### Cell density map

Scale bar: 20 um. The die is cut into 9 by 9 equal tiles; dark purple is low, yellow is high, 0 to 100% covered.
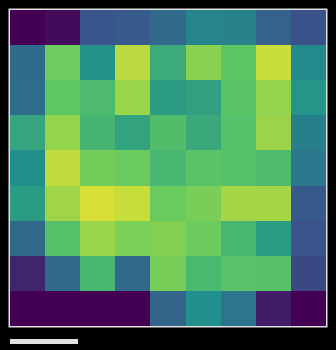
### The clock network

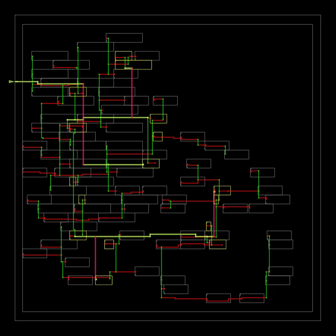
### Wire density map

The die is cut into 19 by 19 equal tiles; dark purple is low, yellow is high, scaled to the fullest tile. Values are wire area over tile area, all layers added.
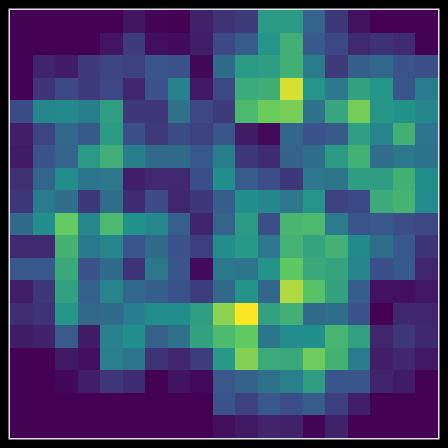
==> config.mk <==
export PLATFORM = sky130hd
export DESIGN_NAME = vga_frame_writer
export DESIGN_NICKNAME = d
export VERILOG_FILES = /design/src/rtl/vga_frame_writer_pkg.sv /design/src/rtl/vga_frame_writer_fifo.sv /design/src/rtl/vga_frame_writer.sv
export SDC_FILE = /design/constraint.sdc
export NUM_CORES = 1
export LEC_CHECK = 0
export CORE_MARGIN = 2
export CORE_UTILIZATION = 47
export CTS_CLUSTER_DIAMETER = 30
export DETAILED_ROUTE_END_ITERATION = 10
export GPL_ROUTABILITY_DRIVEN = 0
export PLACE_DENSITY = 0.77
export SLEW_MARGIN = 20
export SYNTH_ARGS = -nofsm -noshare
export SYNTH_HDL_FRONTEND = slang
export SYNTH_SLANG_ARGS = --single-unit
==> constraint.sdc <==
create_clock -name clk -period 2.5 [get_ports clk]
set_clock_uncertainty 0.15 [all_clocks]
set_input_delay 0.25 -clock clk [delete_from_list [all_inputs] [get_ports clk]]
set_output_delay 0.25 -clock clk [all_outputs]
set_load 0.01 [all_outputs]
==> src/rtl/vga_frame_writer_pkg.sv <==
// ---------------------------------------------------------------------------
// vga_frame_writer_pkg
// Shared constants and types for the SRAM framebuffer writer.
//   REG_SIZE / ADDR_SIZE : sh_mem word and address widths, reused for the
//                          writer's DATA_W / SRC_AW defaults
//   FB_ADDR_W            : SRAM address width
//   FRAME_LEN            : words copied per frame
//   FB_BASE_ADDR         : SRAM address of frame word 0
//   WRITE_CYCLES         : cycles the SRAM write strobe is held per word
//   DISP_LOOKAHEAD       : offset added to the display pixel address
//   PREFETCH_DEPTH       : entries in the sh_mem prefetch FIFO
//   fw_state_t           : copy controller states
// ---------------------------------------------------------------------------
package vga_frame_writer_pkg;

   localparam int REG_SIZE       = 8;
   localparam int ADDR_SIZE      = 8;
   localparam int FB_ADDR_W      = 20;
   localparam int FRAME_LEN      = 256;
   localparam int FB_BASE_ADDR   = 0;
   localparam int WRITE_CYCLES   = 2;
   localparam int DISP_LOOKAHEAD = 1;
   localparam int PREFETCH_DEPTH = 4;

   typedef enum logic [1:0] {
      IDLE = 2'd0,
      COPY = 2'd1,
      DONE = 2'd2
   } fw_state_t;

endpackage

==> src/rtl/vga_frame_writer_fifo.sv <==
// ---------------------------------------------------------------------------
// fb_fifo
// Small synchronous FIFO that decouples sh_mem prefetch from SRAM writes.
//   clk, reset : clock and synchronous active-high reset (empties the FIFO)
//   push, din  : write din at the tail
//   pop, dout  : dout always shows the head; pop advances past it
//   count      : number of stored entries
//   full/empty : status flags derived from count
// Push and pop in the same cycle both take effect and leave count unchanged.
// ---------------------------------------------------------------------------
module fb_fifo #(
   parameter int DATA_W     = 8,
   parameter int FIFO_DEPTH = 4,
   localparam int PTR_W     = $clog2(FIFO_DEPTH),
   localparam int CNT_W     = $clog2(FIFO_DEPTH + 1)
) (
   input  logic              clk,
   input  logic              reset,
   input  logic              push,
   input  logic              pop,
   input  logic [DATA_W-1:0] din,
   output logic [DATA_W-1:0] dout,
   output logic [CNT_W-1:0]  count,
   output logic              full,
   output logic              empty
);

   logic [DATA_W-1:0] mem [FIFO_DEPTH];
   logic [PTR_W-1:0]  wr_ptr;
   logic [PTR_W-1:0]  rd_ptr;

   assign dout  = mem[rd_ptr];
   assign full  = (count == CNT_W'(FIFO_DEPTH));
   assign empty = (count == '0);

   // Storage has no reset; only the pointers and count define validity.
   always_ff @(posedge clk) begin
      if (push) begin
         mem[wr_ptr] <= din;
      end
   end

   // Pointer and occupancy bookkeeping; depth is a power of two so the
   // pointers wrap naturally.
   always_ff @(posedge clk) begin
      if (reset) begin
         wr_ptr <= '0;
         rd_ptr <= '0;
         count  <= '0;
      end else begin
         if (push) begin
            wr_ptr <= wr_ptr + 1'b1;
         end
         if (pop) begin
            rd_ptr <= rd_ptr + 1'b1;
         end
         count <= count + CNT_W'(push) - CNT_W'(pop);
      end
   end

   // A push into a full FIFO with no simultaneous pop would lose data.
   always_ff @(posedge clk) begin
      if (!reset) begin
         assert (!(push && full && !pop)) else $error("fb_fifo overflow");
      end
   end

endmodule

==> src/rtl/vga_frame_writer.sv <==
// ---------------------------------------------------------------------------
// vga_frame_writer
// Writer end of the SRAM framebuffer. On copy_req it streams FRAME_WORDS
// words from the sh_mem VGA region into SRAM, writing only while
// copy_window is high. Whenever no write is in progress it drives the SRAM
// read path with the display lookahead address.
//   clk, reset        : clock and synchronous active-high reset
//   copy_req          : start a frame copy (level or pulse)
//   copy_window       : 1 = SRAM writes may start
//   src_rd, src_addr  : sh_mem read strobe and address
//   src_data          : sh_mem data, valid the cycle after src_rd
//   disp_addr         : current display pixel address
//   sram_wr, sram_rd  : SRAM strobes (sram_rd is always ~sram_wr)
//   sram_addr         : write address during a write, else display address
//   sram_wdata        : data of the word being written
//   busy              : copy in progress
//   frame_done        : one-cycle pulse when the last word has been written
// ---------------------------------------------------------------------------
module vga_frame_writer
   import vga_frame_writer_pkg::*;
#(
   parameter int DATA_W      = REG_SIZE,
   parameter int SRC_AW      = ADDR_SIZE,
   parameter int FB_AW       = FB_ADDR_W,
   parameter int FRAME_WORDS = FRAME_LEN,
   parameter int FB_BASE     = FB_BASE_ADDR,
   parameter int FIFO_DEPTH  = PREFETCH_DEPTH,
   parameter int WR_CYC      = WRITE_CYCLES,
   parameter int LOOKAHEAD   = DISP_LOOKAHEAD
) (
   input  logic              clk,
   input  logic              reset,
   input  logic              copy_req,
   input  logic              copy_window,
   output logic              src_rd,
   output logic [SRC_AW-1:0] src_addr,
   input  logic [DATA_W-1:0] src_data,
   input  logic [FB_AW-1:0]  disp_addr,
   output logic              sram_wr,
   output logic              sram_rd,
   output logic [FB_AW-1:0]  sram_addr,
   output logic [DATA_W-1:0] sram_wdata,
   output logic              busy,
   output logic              frame_done
);

   localparam int IDX_W = $clog2(FRAME_WORDS + 1);
   localparam int CNT_W = $clog2(FIFO_DEPTH + 1);
   localparam int WC_W  = $clog2(WR_CYC + 1);

   localparam logic [IDX_W-1:0] END_IDX  = IDX_W'(FRAME_WORDS);
   localparam logic [IDX_W-1:0] LAST_IDX = IDX_W'(FRAME_WORDS - 1);
   localparam logic [WC_W-1:0]  WC_LAST  = WC_W'(WR_CYC - 1);
   localparam logic [CNT_W:0]   DEPTH_C  = (CNT_W + 1)'(FIFO_DEPTH);

   fw_state_t         state;
   logic [IDX_W-1:0]  fetch_idx;
   logic [IDX_W-1:0]  write_idx;
   logic              inflight;
   logic [WC_W-1:0]   wr_cnt;
   logic [DATA_W-1:0] head;
   logic [CNT_W-1:0]  fifo_count;
   logic              fifo_full;
   logic              fifo_empty;
   logic              start_write;
   logic              wr_last;

   // A read is only issued when the FIFO is guaranteed a free slot for it,
   // counting the read still in flight from the previous cycle. Credit from
   // a pop shows up one cycle later, when fifo_count actually drops.
   assign src_rd = (state == COPY) && (fetch_idx < END_IDX) &&
                   (({1'b0, fifo_count} + (CNT_W + 1)'(inflight)) < DEPTH_C);
   assign src_addr = SRC_AW'(fetch_idx);

   // A new word write needs a buffered word, an idle write port and an open
   // window; a word already started always runs for its full WR_CYC cycles.
   assign start_write = (state == COPY) && !fifo_empty && !sram_wr && copy_window;
   assign wr_last     = sram_wr && (wr_cnt == WC_LAST);

   // The SRAM port is shared: write address while writing, otherwise the
   // display read address a little ahead of the beam.
   assign sram_rd   = ~sram_wr;
   assign sram_addr = sram_wr ? (FB_AW'(FB_BASE) + FB_AW'(write_idx))
                              : (disp_addr + FB_AW'(LOOKAHEAD));

   fb_fifo #(
      .DATA_W     (DATA_W),
      .FIFO_DEPTH (FIFO_DEPTH)
   ) u_fifo (
      .clk   (clk),
      .reset (reset),
      .push  (inflight),
      .pop   (start_write),
      .din   (src_data),
      .dout  (head),
      .count (fifo_count),
      .full  (fifo_full),
      .empty (fifo_empty)
   );

   // Copy controller. Fetch and drain run side by side during COPY. The
   // FIFO needs no explicit flush on IDLE->COPY: it is empty after reset and
   // after a finished copy, since every fetched word has been written.
   always_ff @(posedge clk) begin
      if (reset) begin
         state      <= IDLE;
         fetch_idx  <= '0;
         write_idx  <= '0;
         inflight   <= 1'b0;
         wr_cnt     <= '0;
         sram_wr    <= 1'b0;
         sram_wdata <= '0;
         busy       <= 1'b0;
         frame_done <= 1'b0;
      end else begin
         inflight   <= src_rd;
         frame_done <= 1'b0;
         case (state)
            IDLE: begin
               if (copy_req) begin
                  state     <= COPY;
                  fetch_idx <= '0;
                  write_idx <= '0;
                  busy      <= 1'b1;
               end
            end
            COPY: begin
               if (src_rd) begin
                  fetch_idx <= fetch_idx + 1'b1;
               end
               if (start_write) begin
                  sram_wr    <= 1'b1;
                  wr_cnt     <= '0;
                  sram_wdata <= head;
               end else if (wr_last) begin
                  sram_wr   <= 1'b0;
                  write_idx <= write_idx + 1'b1;
                  if (write_idx == LAST_IDX) begin
                     state      <= DONE;
                     busy       <= 1'b0;
                     frame_done <= 1'b1;
                  end
               end else if (sram_wr) begin
                  wr_cnt <= wr_cnt + 1'b1;
               end
            end
            DONE: begin
               state <= IDLE;
            end
            default: begin
               state <= IDLE;
            end
         endcase
      end
   end

   logic unused_full;
   assign unused_full = fifo_full;

endmodule

==> impl_metrics.py <==
# Metrics from the implementation run
metrics = {
    "status": {
        "status": "complete, no violations",
    },
    "setup_path": {
        "ff2ff_path_depth": 9,
        "r2r-end": "u_fifo.count[2]$_SDFF_PP0_",
        "cp-start-kind": "input port",
        "path_class": "in2out",
        "r2r_slack_ns": 0.25,
        "critical_path_required_ns": 2.10,
        "r2r_start": "state[1]$_SDFFE_PP0P_",
        "crit_path_top_delay_cell": "clkdlybuf4s50_1",
        "arrival_ns": 2.04,
        "worst-path-buf-inv": 2,
        "crit_cells": 6,
        "cp_slowest_stage_delay_ns": 0.49,
        "end_kind": "output port",
        "crit_chain": "clkdlybuf4s50_1 > nand3_2 > or3_4 > nor4_4 > mux2_2 > dlygate4sd2_1",
        "crit_path_start": "disp_addr[6]",
        "setup.worst_path.end": "sram_addr[19]",
    },
    "logic_synthesis": {
        "synth.distinct_cells": 49,
        "synth.net_count": 403,
        "postSynthCellCount": 358,
        "top_area_share_pct": 26.04,
        "ff_type": "dfxtp_1",
        "yosys_warnings": 0,
        "async_flop_share_pct": 0,
        "yosys_area_mm2": 0.003690,
        "topCellsByArea": "edfxtp_1, dfxtp_1, mux4_2",
        "top_cell": "dfxtp_1",
        "ys_ff": 73,
        "ys_seq_share_pct": 48.29,
        "syn_area_mm2": 0.003690,
        "edf_count": 32,
    },
    "final_layout": {
        "nFillCells": 591,
        "finalInstanceArea_mm2": 0.004867,
        "nets": 490,
        "largest_cell_class": "combinational gates",
        "comb_cells": 241,
        "drive_above_1_share_pct": 19.11,
        "layout_top_cells": "clkdlybuf4s50_1, dfxtp_1, nor2_1",
        "final-clk-cell-share_pct": 3.830,
        "fin_cells": 552,
        "reg_top3": "u_fifo.mem: 32 flops, fetch_idx: 9 flops, write_idx: 9 flops",
        "largest-register": "u_fifo.mem",
        "diodes": 0,
        "final_util_pct": 63.65,
        "largest_reg_flops": 32,
        "sh_seq_area_pct": 36.61,
        "final-comb-area_mm2": 0.001785,
        "syn_to_final_growth_pct": 31.91,
        "lay_top_count": "clkdlybuf4s50_1",
        "comb_share_pct": 36.68,
        "clock_buffers": 10,
    },
    "routing": {
        "drt_iter0_drc": 84,
        "via_per_inst": 5.422,
        "antenna_left": 0,
        "vias": 2993,
        "wire_per_inst_um": 14.84,
        "wl_met1_mm": 3.547,
        "firstDrtPassIters": 4,
        "top_layer": "met4",
        "wl_met3_um": 436,
        "drc": 0,
        "wirelength_mm": 8.189,
        "met2_length_mm": 4.069,
    },
    "final_timing": {
        "setup_viol": 0,
        "fin_crit_sh_pct": 97.41,
        "worst_slew_pin_slew_ns": 0.6290,
        "timing.setup.tns_ns": 0,
        "maxSlewHeadroom_pct": 56.98,
        "finalHoldViolCount": 0,
        "worst_slack_ns": 0.06479,
        "hold_slack_ns": 0.3230,
    },
    "power": {
        "p_leak_nw": 1.721,
        "p_total_w": 0.002839,
        "peakVddDrop_uv": 444.9,
    },
    "placement": {
        "portBuffers": 72,
        "placed_area_mm2": 0.004629,
        "dp_slack_ns": -0.5743,
        "dp_hpwl_mm": 5.889,
        "place_inst": 535,
    },
    "clocking": {
        "tritoncts": "built",
        "numCtsBuffers": 9,
        "h-tree-depth": 3,
        "clk_pin_slew_worst_paths_ns": 0.07,
        "ctsHoldBuffers": 0,
        "insertion_delay_ns": 0.35,
    },
    "die": {
        "chipHeight_um": 92.61,
        "fp.dieW_um": 92.61,
        "fp.coreArea_mm2": 0.007647,
        "die_area_mm2": 0.008576,
        "tapCellCount": 102,
    },
    "global_routing": {
        "grt_pass1_vias": 2842,
        "grt_use_met3_pct": 4.719,
        "grt_pass1_wl_mm": 13.42,
        "track_usage_pct": 19.87,
        "antenna_found_initial": 0,
        "grtUsageMet1_pct": 24.19,
        "met2_usage_pct": 34.00,
        "grt.overflow.total": 0,
    },
    "run": {
        "drv_cap": 0,
        "tool_warnings": 29,
    },
    "worst_hold_path": {
        "hp-class": "reg2reg",
        "hp-start": "write_idx[8]$_SDFFE_PP0P_",
    },
}
Back to the opening pictures, 'Cell density map':
nearly empty tiles	7.4%
emptiest ninth of the die	bottom left
fullest tile	94%

Back to the opening pictures, 'The clock network':
flop count: 73
Clock group: 0.000893 W

Back to the opening pictures, 'Wire density map':
tiles over half the peak	20%
emptiest ninth of the die	bottom left
densest ninth of the die	right middle
nearly empty tiles	14%
mean over tiles	0.15
fullest tile	0.52

-- cells by family after synthesis --
| kind of cell | share of synthesized area [%] |
|---|---|
| multiplexers | 8.783 |
| flip-flops | 48.29 |
| AND/OR/NAND/NOR | 19.06 |
| buffers and inverters | 5.527 |
| AND-OR/OR-AND | 8.748 |
| adder cells (fa/ha/maj) | 4.612 |
| XOR/XNOR | 4.985 |
-- power breakdown --
group | switching [W] | internal (W) | leakage (nW)
Combinational | 0.000282 | 0.000306 | 1.01
Clock | 0.000438 | 0.000454 | 0.0897
Sequential | 0.0000563 | 0.00130 | 0.622
Total | 0.000777 | 0.00206 | 1.72
-- timing repair --
item	CTS	global route
setup endpoints to repair	12	13
setup buffers	0	1
pin swaps	3	7
resized	36	15
Power is estimated from default activity; no workload was simulated.
